[src/rtl/uart_mem_loader.sv]
`timescale 1ns/1ps
// AXI4-lite master that resets the UART Lite FIFOs, drains RX bytes and
// packs them little-endian into memory words written from address 0.
module uart_mem_loader #(
   parameter int C_M_AXI_ADDR_WIDTH = 4,
   parameter int C_M_AXI_DATA_WIDTH = 32,
   parameter int MEMORY_ADDR_WIDTH  = 18,
   parameter int MEMORY_DATA_WIDTH  = 16,
   parameter int LOAD_WORDS         = 2**MEMORY_ADDR_WIDTH
) (
   input  logic                            clk,
   input  logic                            resetn,
   input  logic                            UART_initialize,
   output logic [C_M_AXI_ADDR_WIDTH-1:0]   M_AXI_AWADDR,
   output logic                            M_AXI_AWVALID,
   input  logic                            M_AXI_AWREADY,
   output logic [C_M_AXI_DATA_WIDTH-1:0]   M_AXI_WDATA,
   output logic [C_M_AXI_DATA_WIDTH/8-1:0] M_AXI_WSTB,
   output logic                            M_AXI_WAVLID,
   input  logic                            M_AXI_WREADY,
   input  logic [1:0]                      M_AXI_BRESP,
   input  logic                            M_AXI_BVALID,
   output logic                            M_AXI_BREADY,
   output logic [C_M_AXI_ADDR_WIDTH-1:0]   M_AXI_ARADDR,
   output logic                            M_AXI_ARVALID,
   input  logic                            M_AXI_ARREADY,
   input  logic [C_M_AXI_DATA_WIDTH-1:0]   M_AXI_RDATA,
   input  logic [1:0]                      M_AXI_RRESP,
   input  logic                            M_AXI_RVALID,
   output logic                            M_AXI_RREADY,
   output logic [MEMORY_ADDR_WIDTH-1:0]    mem_addr,
   output logic [MEMORY_DATA_WIDTH-1:0]    mem_wdata,
   output logic                            mem_we,
   output logic                            busy,
   output logic                            done,
   output logic [3:0]                      err
);

   localparam int AW  = C_M_AXI_ADDR_WIDTH;
   localparam int DW  = C_M_AXI_DATA_WIDTH;
   localparam int MAW = MEMORY_ADDR_WIDTH;
   localparam int MDW = MEMORY_DATA_WIDTH;
   localparam int BPW = MDW / 8;
   localparam int IW  = (BPW > 1) ? $clog2(BPW) : 1;

   localparam logic [AW-1:0]  A_RX     = AW'(0);
   localparam logic [AW-1:0]  A_STAT   = AW'(8);
   localparam logic [AW-1:0]  A_CTRL   = AW'(12);
   localparam logic [DW-1:0]  D_FIFORST = DW'(3);
   localparam logic [IW-1:0]  IDX_LAST = IW'(BPW - 1);
   localparam logic [MAW-1:0] CNT_LAST = MAW'(LOAD_WORDS - 1);

   typedef enum logic [3:0] {
      S_IDLE,
      S_INIT_W,
      S_INIT_B,
      S_POLL_A,
      S_POLL_R,
      S_POP_A,
      S_POP_R,
      S_WRITE,
      S_DONE
   } state_t;

   state_t          r_state;
   logic [AW-1:0]   r_awaddr;
   logic            r_awvalid;
   logic [DW-1:0]   r_wdata;
   logic            r_wvalid;
   logic            r_bready;
   logic [AW-1:0]   r_araddr;
   logic            r_arvalid;
   logic            r_rready;
   logic [MAW-1:0]  r_mem_addr;
   logic [MDW-1:0]  r_mem_wdata;
   logic            r_mem_we;
   logic            r_busy;
   logic            r_done;
   logic [3:0]      r_err;
   logic [IW-1:0]   r_idx;
   logic [MAW-1:0]  r_cnt;
   logic [MDW-1:0]  r_pack;

   logic            w_aw_ok;
   logic            w_w_ok;
   logic            w_rresp_err;
   logic            w_bresp_err;
   logic [MDW-1:0]  w_pack_nxt;
   logic            w_unused;

   // A channel is finished once its valid is gone or handshakes this cycle.
   assign w_aw_ok     = !r_awvalid || M_AXI_AWREADY;
   assign w_w_ok      = !r_wvalid  || M_AXI_WREADY;
   assign w_rresp_err = |M_AXI_RRESP;
   assign w_bresp_err = |M_AXI_BRESP;
   assign w_unused    = ^{M_AXI_RDATA[DW-1:8], M_AXI_RDATA[4:1]};

   always_comb begin
      w_pack_nxt = r_pack;
      for (int i = 0; i < BPW; i++) begin
         if (r_idx == IW'(i)) w_pack_nxt[8*i +: 8] = M_AXI_RDATA[7:0];
      end
   end

   always_ff @(posedge clk or negedge resetn) begin
      if (!resetn) begin
         r_state     <= S_IDLE;
         r_awaddr    <= '0;
         r_awvalid   <= 1'b0;
         r_wdata     <= '0;
         r_wvalid    <= 1'b0;
         r_bready    <= 1'b0;
         r_araddr    <= '0;
         r_arvalid   <= 1'b0;
         r_rready    <= 1'b0;
         r_mem_addr  <= '0;
         r_mem_wdata <= '0;
         r_mem_we    <= 1'b0;
         r_busy      <= 1'b0;
         r_done      <= 1'b0;
         r_err       <= '0;
         r_idx       <= '0;
         r_cnt       <= '0;
         r_pack      <= '0;
      end else begin
         r_mem_we <= 1'b0;
         unique case (r_state)
            S_IDLE, S_DONE: begin
               if (UART_initialize) begin
                  r_state   <= S_INIT_W;
                  r_awaddr  <= A_CTRL;
                  r_wdata   <= D_FIFORST;
                  r_awvalid <= 1'b1;
                  r_wvalid  <= 1'b1;
                  r_busy    <= 1'b1;
                  r_done    <= 1'b0;
                  r_err     <= '0;
                  r_idx     <= '0;
                  r_cnt     <= '0;
               end
            end
            S_INIT_W: begin
               if (M_AXI_AWREADY) r_awvalid <= 1'b0;
               if (M_AXI_WREADY)  r_wvalid  <= 1'b0;
               if (w_aw_ok && w_w_ok) begin
                  r_state  <= S_INIT_B;
                  r_bready <= 1'b1;
               end
            end
            S_INIT_B: begin
               if (M_AXI_BVALID) begin
                  r_bready  <= 1'b0;
                  r_err[3]  <= r_err[3] | w_bresp_err;
                  r_state   <= S_POLL_A;
                  r_araddr  <= A_STAT;
                  r_arvalid <= 1'b1;
               end
            end
            S_POLL_A: begin
               if (M_AXI_ARREADY) begin
                  r_arvalid <= 1'b0;
                  r_rready  <= 1'b1;
                  r_state   <= S_POLL_R;
               end
            end
            S_POLL_R: begin
               if (M_AXI_RVALID) begin
                  r_rready  <= 1'b0;
                  r_err     <= r_err | {w_rresp_err, M_AXI_RDATA[7:5]};
                  r_arvalid <= 1'b1;
                  if (M_AXI_RDATA[0]) begin
                     r_araddr <= A_RX;
                     r_state  <= S_POP_A;
                  end else begin
                     r_araddr <= A_STAT;
                     r_state  <= S_POLL_A;
                  end
               end
            end
            S_POP_A: begin
               if (M_AXI_ARREADY) begin
                  r_arvalid <= 1'b0;
                  r_rready  <= 1'b1;
                  r_state   <= S_POP_R;
               end
            end
            S_POP_R: begin
               if (M_AXI_RVALID) begin
                  r_rready <= 1'b0;
                  r_err[3] <= r_err[3] | w_rresp_err;
                  r_pack   <= w_pack_nxt;
                  if (r_idx == IDX_LAST) begin
                     r_idx       <= '0;
                     r_state     <= S_WRITE;
                     r_mem_we    <= 1'b1;
                     r_mem_addr  <= r_cnt;
                     r_mem_wdata <= w_pack_nxt;
                  end else begin
                     r_idx     <= r_idx + 1'b1;
                     r_state   <= S_POLL_A;
                     r_araddr  <= A_STAT;
                     r_arvalid <= 1'b1;
                  end
               end
            end
            S_WRITE: begin
               if (r_cnt == CNT_LAST) begin
                  r_state <= S_DONE;
                  r_done  <= 1'b1;
                  r_busy  <= 1'b0;
               end else begin
                  r_cnt     <= r_cnt + 1'b1;
                  r_state   <= S_POLL_A;
                  r_araddr  <= A_STAT;
                  r_arvalid <= 1'b1;
               end
            end
            default: r_state <= S_IDLE;
         endcase
      end
   end

   assign M_AXI_AWADDR  = r_awaddr;
   assign M_AXI_AWVALID = r_awvalid;
   assign M_AXI_WDATA   = r_wdata;
   assign M_AXI_WSTB    = '1;
   assign M_AXI_WAVLID  = r_wvalid;
   assign M_AXI_BREADY  = r_bready;
   assign M_AXI_ARADDR  = r_araddr;
   assign M_AXI_ARVALID = r_arvalid;
   assign M_AXI_RREADY  = r_rready;
   assign mem_addr      = r_mem_addr;
   assign mem_wdata     = r_mem_wdata;
   assign mem_we        = r_mem_we;
   assign busy          = r_busy;
   assign done          = r_done;
   assign err           = r_err;

endmodule

[config.mk]
export PLATFORM = sky130hd
export DESIGN_NAME = uart_mem_loader
export DESIGN_NICKNAME = d
export VERILOG_FILES = /design/src/rtl/uart_mem_loader.sv
export SDC_FILE = /design/constraint.sdc
export NUM_CORES = 1
export LEC_CHECK = 0
export CORE_AREA = 2 2 96 98
export CTS_CLUSTER_DIAMETER = 30
export DETAILED_ROUTE_END_ITERATION = 7
export DIE_AREA = 0 0 98 100
export GPL_ROUTABILITY_DRIVEN = 0
export PLACE_DENSITY = 0.79
export REMOVE_ABC_BUFFERS = 1
export SLEW_MARGIN = 30
export SYNTH_ARGS = -nofsm -noshare
export SYNTH_HDL_FRONTEND = slang
export SYNTH_SLANG_ARGS = --single-unit
[constraint.sdc]
create_clock -name clk -period 2.2 [get_ports clk]
set_clock_uncertainty 0.1 [all_clocks]
set_input_delay 0.33 -clock clk [delete_from_list [all_inputs] [get_ports clk]]
set_output_delay 0.33 -clock clk [all_outputs]
set_load 0.005 [all_outputs]
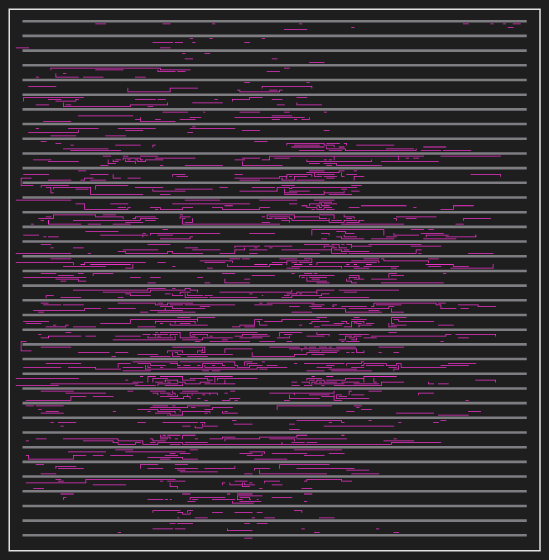
(run_1/layer_met1.png)
Supply wires on this layer in grey.
The layer holds 43% of the routed length. The wires run mostly horizontal. The layer carries 3370 um of wire. 360 nets have wire on it. The longest straight run is 38.6 um.
met1 routing resource usage after global routing: 0.206
routed wire length: 7840 um
total number of vias: 2727

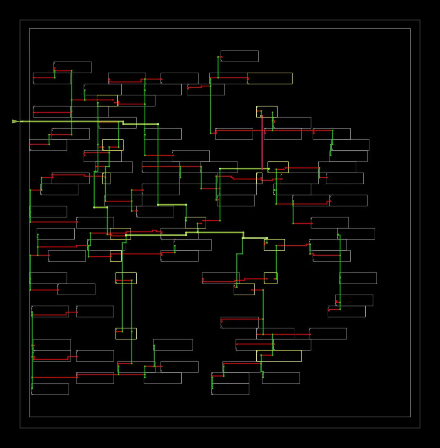
(run_1/clocks.png)
Clock Latency Late Sink: 0.35 ns
clock buf count: 11
CTS sink cnt: 79

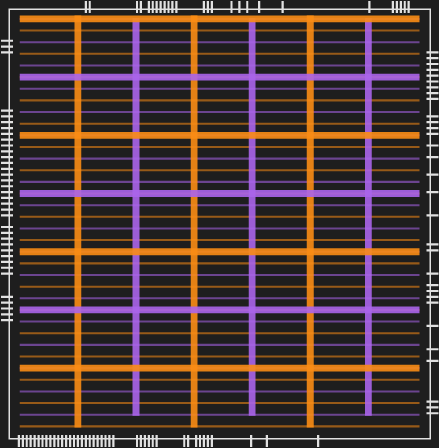
(run_1/power_grid.png)
Pins as bars on the die edge.
Key: purple = VDD; orange = VSS
134 signal pins sit on the boundary. 6 straps on met4. The core has 35 rows.

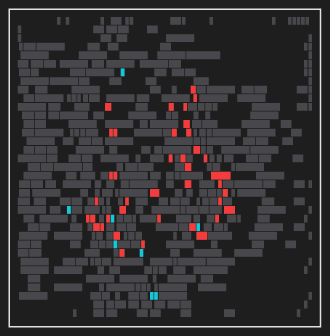
(run_1/logic_types.png)
Key: cyan = inverters [cells 8, most used inv_1]; red = NAND gates [cells 39, most used nand2_1]

==> flow_summary.toml, run 1 <==
# flow metrics
[synthesis]
synth_largest_type_area_fraction = 0.512
synth_dominant_cell_count = "sky130_fd_sc_hd__dfrtp_1"
synth.avg_cell_area_sq_um = 11.3
xor_share = 0.0182
mux_area_frac = 0.137
edf_count = 0
synthSimpleGateAreaFrac = 0.139
netlist_top_cells_count = "79 x sky130_fd_sc_hd__dfrtp_1, 45 x sky130_fd_sc_hd__mux2_2, 42 x sky130_fd_sc_hd__buf_4"
synth-compound-area-share = 0.0850
netlist.top_cell.by_area = "sky130_fd_sc_hd__dfrtp_1"
yosys_warnings = 0
synth_top_flop_cell = "sky130_fd_sc_hd__dfrtp_1"
yosys_stat_chip_area_sq_um = 3860

[detailed_routing]
wl_met3_um = 653
dr.pass1.iters = 4
highest_layer = "met4"
detail_route.drc_violations = 0
detailedRoute.firstIterationViolations = 86

[final_layout]
combGateArea_sq_um = 1620
post-route-cell-area_sq_um = 4850
fillers = 761
most_used_logic_cell_in_the_final_layout = "sky130_fd_sc_hd__dfrtp_1"
lay_top_cells = "78 x sky130_fd_sc_hd__dfrtp_1, 69 x sky130_fd_sc_hd__clkdlybuf4s50_1, 45 x sky130_fd_sc_hd__mux2_2, 39 x sky130_fd_sc_hd__conb_1, 19 x sky130_fd_sc_hd__nor2_1"
regArea_sq_um = 1980
layout-drive-gt1-share = 0.213
design.final.nets = 468
final_cells = 539
syn_to_final_growth_pct = 25.7

[place]
placed_cells_incl_taps = 522
pre_cts_ws_ns = 0.171
place_area_sq_um = 4620
dp.final_hpwl_um = 5590
port_buffers = 70

[sta]
tightestPinTransition_ns = 0.531
totalNegativeSetupSlack_ns = 0
finalCriticalPeriod_ns = 2.03
post-route-worst-setup-slack_ns = 0.167
layout_worst_path_cycle_share = 0.924
achievable-frequency_mhz = 492
setup_repair_after_global_routing_missed_its_margin = "false"
hold_viol = 0
slew_violations = 0
slew-limit-headroom = 0.646

[floorplan]
rows = 35
core_region_area_sq_um = 8890

[power]
p_total_mw = 5.96
cellLeakagePower_nw = 2.19
power_density_nw_per_um2 = 1230
irDropWorstVdd_v = 0.000658

[global_routing]
gr-usage-met3 = 0.0613
grt_util_met2 = 0.266
antenna_found_initial = 0
layer_with_the_highest_usage_after_global_routing = "met2"

[clocking]
cts_tree = "built"
clkSlewWorstSetupHoldPaths_ns = 0.08
number_of_setup_buffers_added_after_cts = 0
cts-buffers-inserted = 9
cts.htree.levels = 3

[run_status]
outcome = "complete, no violations"

[job]
max-cap-violations = 0

[critical_path]
worst_path_largest_cell_delay_ns = 0.55
critPathCaptureType = "flop"
worst_setup_path_endpoint = "r_cnt[17]"
critical_path_class = "flop to flop"
cp.required_ns = 2.32
r2r_start = "r_cnt[8]"
crit_path_start_kind = "flop"
path_cells = "nand3_4 -> buf_4 -> or4_4 -> a211oi_4 -> nand3_2 -> mux2i_1"
cp_slowest_cell = "sky130_fd_sc_hd__or4_4"
cp.depth = 6
cp-startpoint = "r_cnt[8]"
-- run 1: cell type report --
class / count / share of cell area
flip-flops and latches: 79 / 0.408
well taps: 111 / 0.0286
clock buffers: 11 / 0.0291
inverters: 8 / 0.00619
multi-input cells: 237 / 0.334
repair buffers: 88 / 0.177
clock inverters: 5 / 0.0168
-- run 1: registers in the layout, indices dropped and copies added, names as in the netlist --
signal / cells
busy: 1
M_AXI_WAVLID: 1
M_AXI_WDATA: 1
done: 1
r_cnt: 18
r_state: 4
mem_wdata: 16
M_AXI_ARADDR: 1
M_AXI_RREADY: 1
mem_we: 1
r_idx: 1
M_AXI_ARVALID: 1
err: 4
mem_addr: 18
r_pack: 8
M_AXI_BREADY: 1
M_AXI_AWVALID: 1
-- run 1: what timing repair did --
| action | 4_1_cts | 5_1_grt |
|---|---|---|
| hold endpoints to repair | 40 | 0 |
| hold buffers | 1 | 0 |
| gates resized | 0 | 1 |
| setup endpoints to repair | 0 | 11 |
-- run 1: cell families after synthesis --
logic type | Yosys count
flops | 79
simple gates | 92
compound gates | 50
other cells | 2
buf+inv | 62
mux | 47
xor+xnor | 8
fa+ha+maj | 1
-- run 1: how the worst min path moves through the flow --
stage                                  to  slack [ns]  cells past startpoint
after floorplan           M_AXI_ARADDR[3]       -0.07                      0
after global placement      mem_wdata[13]        0.24                      1
after detailed placement        r_pack[4]        0.25                      1
after CTS                       r_pack[4]        0.40                      2
after global routing        mem_wdata[15]        0.42                      1
final                           r_pack[5]        0.40                      2
-- run 1: where the power goes --
part           internal, mW  leakage (nW)  total, mW  switching, mW
sequential             2.05          1.03       2.55          0.503
combinational          1.35          1.05       2.21          0.863
clock                 0.671         0.110       1.20          0.527
total                  4.07          2.19       5.96           1.89
==> run_1/flops_by_reg.png <==
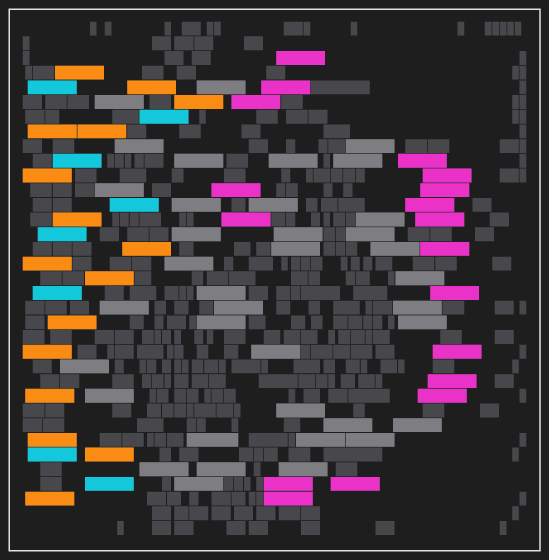

==> inputs of run 2 (changes only) <==
==> constraint.sdc (replaced) <==
create_clock -name clk -period 2.2 [get_ports clk]
set_clock_uncertainty 0.1 [all_clocks]
set_input_delay 0.44 -clock clk [delete_from_list [all_inputs] [get_ports clk]]
set_output_delay 0.44 -clock clk [all_outputs]
set_load 0.005 [all_outputs]
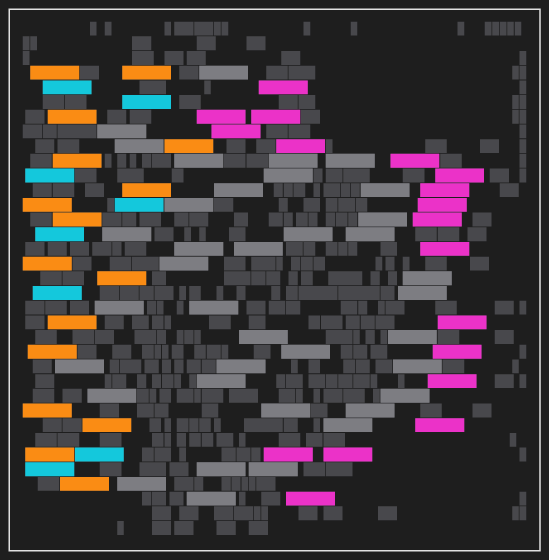
(run_2/flops_by_reg.png)
Key: magenta = mem_addr [flops 18]; orange = mem_wdata [flops 16]; cyan = r_pack [flops 8]
Register Area: 1980 sq um
final design utilization: 0.542
share of the final layout cell area in sequential cells: 0.411
sequential logic power: 2.55 mW

==> run 2 against run 1 <==
- global-route usage fell by 0.13 points
- count of clock-buffer cells in the layout fell by 2
- highest routed layer unchanged
- clock power fell by about 10%
- sequential power barely moved
- largest power group unchanged
- first-iteration DRC count rose by 34%
- synthesized area did not move
==> flow_summary.toml, run 2 <==
# flow metrics
[synthesis]
synth.avg_cell_area_sq_um = 11.3
edf_count = 0
yosys_warnings = 0
synth_largest_type_area_fraction = 0.512
mux_area_frac = 0.137
netlist_top_cells_count = "79 x sky130_fd_sc_hd__dfrtp_1, 45 x sky130_fd_sc_hd__mux2_2, 42 x sky130_fd_sc_hd__buf_4"
synth_dominant_cell_count = "sky130_fd_sc_hd__dfrtp_1"
xor_share = 0.0182

[global_routing]
groute.layer.met1.usage = 0.194
antenna_found_initial = 0
layer_with_the_highest_usage_after_global_routing = "met2"

[clocking]
cts_tree = "built"
numClockSinks = 79
cts.htree.levels = 3
cts-buffers-inserted = 9
quantity_of_gates_resized_following_cts = 0
number_of_setup_buffers_added_after_cts = 0

[sta]
slew_violations = 0
setup_repair_after_global_routing_missed_its_margin = "false"

[detailed_routing]
dr.pass1.iters = 4
vias = 2742
detailedRoute.firstIterationViolations = 115
highest_layer = "met4"
detail_route.drc_violations = 0

[final_layout]
syn_to_final_growth_pct = 24.8
lay_top_cells = "79 x sky130_fd_sc_hd__dfrtp_1, 69 x sky130_fd_sc_hd__clkdlybuf4s50_1, 45 x sky130_fd_sc_hd__mux2_2, 39 x sky130_fd_sc_hd__conb_1, 19 x sky130_fd_sc_hd__nor2_1"
final_cells = 539
design.final.nets = 468
layout-drive-gt1-share = 0.213
combGateArea_sq_um = 1620

[power]
irDropWorstVdd_v = 0.000660
share_of_power_burned_in_combinational_logic = 0.380
power_density_nw_per_um2 = 1200
power.share.switching = 0.339
power.largest_group = "registers"
power.sequential.fraction = 0.442
net-switching-power_mw = 1.96
internal_power_mw = 3.82

[min_path]
whs_path_depth = 2
end_point_of_the_most_critical_hold_path = "done"

[critical_path]
critPathCaptureType = "flop"
cp_slowest_cell = "sky130_fd_sc_hd__dfrtp_1"
crit_path_start_kind = "flop"
critical_path_class = "flop to flop"
cp.required_ns = 2.36
path_cells = "buf_4 -> nor2b_1 -> nand2_1 -> nor2_1 -> nand2_1 -> buf_12 -> mux2_2"

[place]
dp.final_hpwl_um = 5460
placed_cells_incl_taps = 522
port_buffers = 70

[run_status]
outcome = "complete, no violations"

[floorplan]
rows = 35

[job]
max-cap-violations = 0
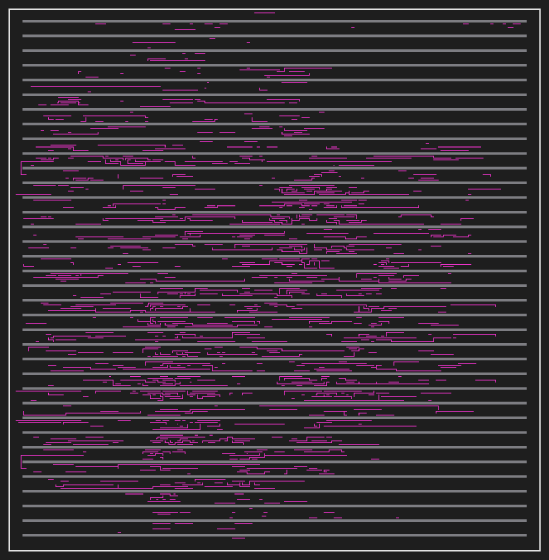
(run_2/layer_met1.png)
Supply wires on this layer in grey.
The layer carries 3110 um of wire. The wires run mostly horizontal. The longest straight run is 33.1 um. The layer holds 41% of the routed length.

[run 2: cell count changes in the layout (fill, tap and decap cells not counted)]
| cell | before | now |
|---|---|---|
| sky130_fd_sc_hd__bufinv_16 | 2 | 0 |
| sky130_fd_sc_hd__clkbuf_1 | 1 | 0 |
| sky130_fd_sc_hd__clkbuf_8 | 10 | 9 |
| sky130_fd_sc_hd__clkinv_2 | 1 | 0 |
| sky130_fd_sc_hd__clkinv_4 | 1 | 2 |
| sky130_fd_sc_hd__dfrtp_1 | 78 | 79 |
| sky130_fd_sc_hd__dfrtp_2 | 1 | 0 |
| sky130_fd_sc_hd__inv_6 | 0 | 3 |
| sky130_fd_sc_hd__inv_8 | 0 | 1 |
[run 2: worst min-delay path: cells and delay by family, from the launching register on]
family / cells / cell delay (ns)
flip-flops: 1 / 0.35
AND/OR/NAND/NOR: 2 / 0.11
[run 2: worst max path at each step]
stage / slack [ns] / endpoint / from
finish: 0.16 / mem_wdata[3] / r_state[3]
global route: 0.03 / r_cnt[9] / r_cnt[1]
CTS: 0.16 / mem_wdata[3] / r_state[3]
detailed placement: 0.05 / mem_wdata[4] / M_AXI_RVALID
global placement: 0.1 / mem_wdata[5] / M_AXI_RVALID
floorplan: -0.14 / mem_addr[0] / r_state[2]
[run 2: stage by stage]
step / cell area, sq um / util / TNS [ns]
3_3_place_gp: 4620 / 0.519 / 0
3_5_place_dp: 4620 / 0.519 / 0
2_1_floorplan: 3630 / - / -4.79
4_1_cts: 4810 / 0.542 / 0
6_report: 4810 / 0.542 / 0
5_1_grt: 4810 / 0.542 / 0
[run 2: area by class of cell]
class,count,area share
Inverter,8,0.00624
Sequential cell,79,0.411
Clock buffer,9,0.0257
Timing Repair Buffer,88,0.179
Clock inverter,7,0.0130
Tap cell,111,0.0288
Multi-Input combinational cell,237,0.337
Power is estimated from default activity; no workload was simulated.
